### PDN straps and rails

(4 px per um) Pins as bars on the die edge. Tap cells in grey.
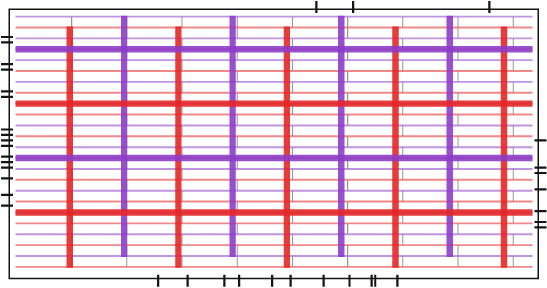
### Cell classes on the final placement

(4 px per um) Fill, decap, tap and diode cells in grey.
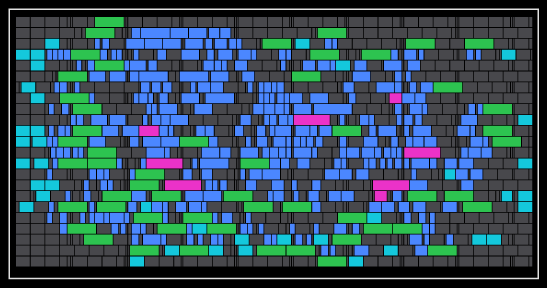
### Clock distribution

(4 px per um)
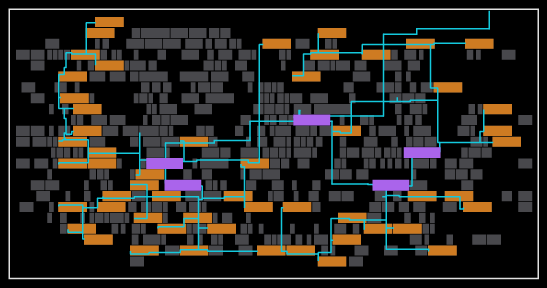
### Wiring by layer

(4 px per um)
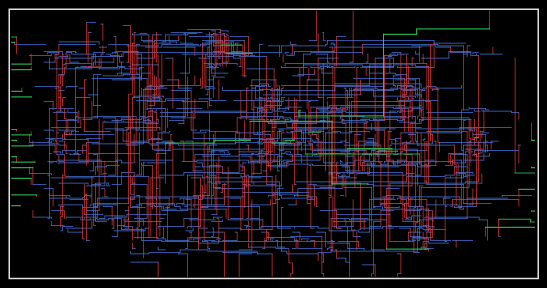
### Routing congestion map

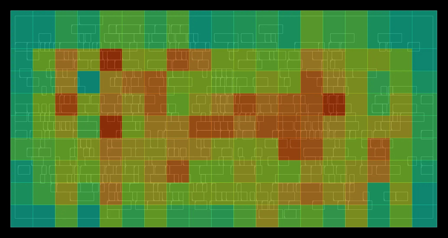
**config.mk**
```make
export PLATFORM = sky130hd
export DESIGN_NAME = mul8x8_seq_ctrl
export DESIGN_NICKNAME = d
export VERILOG_FILES = /design/src/rtl/mul_pkg.sv /design/src/rtl/mul4x4.sv /design/src/rtl/mul8x8_seq_ctrl.sv
export SDC_FILE = /design/constraint.sdc
export NUM_CORES = 1
export LEC_CHECK = 0
export CAP_MARGIN = 10
export CORE_ASPECT_RATIO = 0.5
export CORE_MARGIN = 1
export CORE_UTILIZATION = 40
export DETAILED_ROUTE_END_ITERATION = 7
export SYNTH_ARGS = -nofsm -noshare
export SYNTH_HDL_FRONTEND = slang
export SYNTH_HIERARCHICAL = 1
export SYNTH_SLANG_ARGS = --single-unit
```
**constraint.sdc**
```tcl
create_clock -name clk -period 9.5 [get_ports clk]
set_clock_uncertainty 0.05 [all_clocks]
set_input_delay 2.85 -clock clk [delete_from_list [all_inputs] [get_ports clk]]
set_output_delay 2.85 -clock clk [all_outputs]
set_load 0.05 [all_outputs]
```
**src/rtl/mul_pkg.sv**
```systemverilog
// Shared types and constants for the sequential 8x8 multiplier controller.
// Operand width default, FSM state encoding and the partial-product counter.
package mul_pkg;

  localparam int MUL_WIDTH = 8;
  localparam int CNT_W     = 2;

  typedef enum logic [1:0] {
    IDLE = 2'd0,
    CALC = 2'd1,
    DONE = 2'd2
  } state_t;

  typedef logic [CNT_W-1:0] cnt_t;

  // Index of the last partial product (high x high)
  localparam cnt_t CNT_LAST = cnt_t'(3);

endpackage

```
**src/rtl/mul4x4.sv**
```systemverilog
// Combinational N x N unsigned multiplier shared across all partial products.
// Operands are zero-extended so the multiply is evaluated at full result width.
module mul4x4 #(
  parameter int N = 4
) (
  input  logic [N-1:0]   x,
  input  logic [N-1:0]   y,
  output logic [2*N-1:0] p
);

  logic [2*N-1:0] x_ext;
  logic [2*N-1:0] y_ext;

  assign x_ext = {{N{1'b0}}, x};
  assign y_ext = {{N{1'b0}}, y};
  assign p     = x_ext * y_ext;

endmodule

```
**src/rtl/mul8x8_seq_ctrl.sv**
```systemverilog
// Sequential WIDTH x WIDTH multiplier: one shared half-width multiplier, four
// partial products accumulated over four CALC cycles, product held between runs.
//
// state | meaning
// IDLE  | waiting for st; operands captured on accept
// CALC  | one partial product per cycle, cnt selects which
// DONE  | product valid, done pulses for this cycle only
module mul8x8_seq_ctrl
  import mul_pkg::*;
#(
  parameter int WIDTH = MUL_WIDTH
) (
  input  logic               clk,
  input  logic               rst,
  input  logic               st,
  input  logic [WIDTH-1:0]   a,
  input  logic [WIDTH-1:0]   b,
  output logic               busy,
  output logic               done,
  output logic [2*WIDTH-1:0] product
);

  localparam int HALF = WIDTH / 2;
  localparam int PW   = 2 * WIDTH;

  state_t            state;
  cnt_t              cnt;
  logic [WIDTH-1:0]  a_r;
  logic [WIDTH-1:0]  b_r;
  logic [PW-1:0]     acc;

  logic [HALF-1:0]   op_x;
  logic [HALF-1:0]   op_y;
  logic [WIDTH-1:0]  pp;
  logic [PW-1:0]     pp_ext;
  logic [PW-1:0]     pp_sh;
  logic [PW-1:0]     sum;

  // Operand select: low/high halves of a_r and b_r per partial-product index
  always_comb begin
    op_x = a_r[HALF-1:0];
    op_y = b_r[HALF-1:0];
    case (cnt)
      cnt_t'(0): begin
        op_x = a_r[HALF-1:0];
        op_y = b_r[HALF-1:0];
      end
      cnt_t'(1): begin
        op_x = a_r[WIDTH-1:HALF];
        op_y = b_r[HALF-1:0];
      end
      cnt_t'(2): begin
        op_x = a_r[HALF-1:0];
        op_y = b_r[WIDTH-1:HALF];
      end
      default: begin
        op_x = a_r[WIDTH-1:HALF];
        op_y = b_r[WIDTH-1:HALF];
      end
    endcase
  end

  mul4x4 #(
    .N (HALF)
  ) u_mul (
    .x (op_x),
    .y (op_y),
    .p (pp)
  );

  assign pp_ext = {{WIDTH{1'b0}}, pp};

  always_comb begin
    pp_sh = pp_ext;
    case (cnt)
      cnt_t'(0): pp_sh = pp_ext;
      cnt_t'(1),
      cnt_t'(2): pp_sh = pp_ext << HALF;
      default:   pp_sh = pp_ext << WIDTH;
    endcase
  end

  // Worst case (2^WIDTH-1)^2 fits in PW bits, so the carry-out is never needed
  assign sum = acc + pp_sh;

  always_ff @(posedge clk) begin
    if (rst) begin
      state   <= IDLE;
      cnt     <= '0;
      a_r     <= '0;
      b_r     <= '0;
      acc     <= '0;
      product <= '0;
      busy    <= 1'b0;
      done    <= 1'b0;
    end else begin
      done <= 1'b0;
      case (state)
        IDLE: begin
          busy <= 1'b0;
          if (st) begin
            a_r   <= a;
            b_r   <= b;
            acc   <= '0;
            cnt   <= '0;
            state <= CALC;
            busy  <= 1'b1;
          end
        end
        CALC: begin
          busy <= 1'b1;
          acc  <= sum;
          cnt  <= cnt + cnt_t'(1);
          if (cnt == CNT_LAST) begin
            product <= sum;
            state   <= DONE;
            done    <= 1'b1;
          end
        end
        DONE: begin
          state <= IDLE;
          busy  <= 1'b0;
        end
        default: begin
          state <= IDLE;
          busy  <= 1'b0;
        end
      endcase
    end
  end

endmodule

```
==> results.ini <==
[yosys]
netlist_area_mm2 = 0.00337
most_common_cell = nand2_1
ys_sh_xor = 0.0467
yosys_area_mm2 = 0.00337
yosysTopAreaCell = dfxtp_1
ys_top_logic_family = AND-OR/OR-AND gates
synth-adder-area-share = 0.145
ys_async_sr_fraction = 0
synth_stat.cells = 408
aoi_share = 0.213
top_cells_by_count = 81 x nand2_1, 54 x dfxtp_1, 44 x a21oi_1
yosys.area.top_type_share = 0.320
yosys_warnings = 6
postSynthCellCount = 408
ys_seq_frac = 0.320
fp_nets = 463
synth_cell_type_count = 50
simple_gate_share = 0.205
syn_avg_cell_area_um2 = 8.27
synth-edff-count = 0

[placement]
dp.cells = 536
dpl_cell_area_mm2 = 0.00380
dp_slack_ps = 3600
portBuffers = 36
place_hpwl_mm = 6.08

[final_layout]
clkCellAreaFrac = 0.0395
flop_area_mm2 = 0.00108
syn2layout_area_growth_pct = 17.3
num-nonclk-inverters = 8
fillers = 759
flops = 54
stdcell_area_mm2 = 0.00396
comb_share = 0.547
layout_top_cells = 81 x nand2_1, 54 x dfxtp_1, 44 x a21oi_1
largestClassByArea = logic gates
logic_gates = 323
clockBufferCount = 6

[final_timing]
max_slew_margin = 0.484
finalMaxSlewViolations = 0
fin_setup_tns_ps = 0
fmax_ghz = 0.169
worst_slew_pin_slew_ps = 765

[critical_path]
cp-startpoint = cnt[0]$_SDFFE_PP0P_
critPathTopFamily = adder cells
cpPeakStageDelay_ps = 500
r2r-start = cnt[0]$_SDFFE_PP0P_
startpoint_type = register
critPathCaptureType = register
critPathCapture = product[14]$_SDFFE_PP0P_
crit_arrival_ps = 6040
cp_data_required_time_ps = 9630
crit_cells = 21
rrSetupSlack_ps = 3590
slowest_stage = or4b_1
critPathMaxFanout = 8
cpMostUsedCell = ha_1

[floorplanning]
floorplan.core_util = 0.417
fp.dieH_um = 66.9
die_x_um = 132
chipArea_mm2 = 0.00883
coreArea_mm2 = 0.00809
taps = 112

[power]
power_density_mw_per_mm2 = 121
clock_power_mw = 0.195
pg_comb_mw = 0.0510
power_leader = registers
pwr-share-clk = 0.405
seq_power_mw = 0.235
leakage_nw = 1.64
p_sw_frac = 0.252
finalPower_mw = 0.480
vdd_drop_max_mv = 0.0745
power_frac_comb = 0.106
pwr-share-seq = 0.489

[clock_tree]
clkSinkCount = 54
clk_latency_ps = 300
post_cts_buffers = 0
cts_hold_buffers = 0
ctsHtreeMaxLevel = 2
postCtsResizedCells = 0
cts_tree = done
clk_pin_slew_ps = 70

[grt]
grt_max_degree = 47
antenna_found_initial = 0
overflow = 0
grt_pass1_vias = 2820

[min_path]
hp-class = reg2reg
hold_path_depth = 2

[detailed_routing]
antenna_left = 0
met1Wirelength_mm = 4.23
drtIter0Drc = 147
dr_wl_met2_mm = 3.55
top_layer_used = met4

[run]
max-cap-violations = 0

[run_status]
status = finished, final reports clean

Back to the opening pictures, 'PDN straps and rails':
red -> VSS
purple -> VDD
met4 straps = 9
met1 rails = 24
signal pins = 37
rows = 23

Back to the opening pictures, 'Cell classes on the final placement':
green -> sequential cells  # cells 54, share of their area 28%
cyan -> remaining buffers and delay cells  # cells 39, share of their area 10%
blue -> combinational and other logic  # cells 331, share of their area 58%
magenta -> clock drivers and dummy loads  # cells 8, share of their area 4.1%

Back to the opening pictures, 'Clock distribution':
cyan -> clock wires  # length 759 um
orange -> flip-flops  # count 54
purple -> clock drivers  # count 5
flops lie = widely spread

Back to the opening pictures, 'Wiring by layer':
red -> metal 2  # wire length 3550 um
orange -> metal 4  # wire length 36.0 um
green -> metal 3  # wire length 268 um
blue -> metal 1  # wire length 4230 um
drt wl/cell: 14.9 um
All-Layer GR Usage: 0.198
vias post-DR: 2887
DRT Wirelength: 8.09 mm

Back to the opening pictures, 'Routing congestion map':
Final Util: 0.489
met1 Track Usage GR: 0.259
routing usage on met2: 0.346
busiest grt layer: met2
GR Util met3: 0.0403

Power figures rest on the tool's default switching activity, not on a simulated workload.
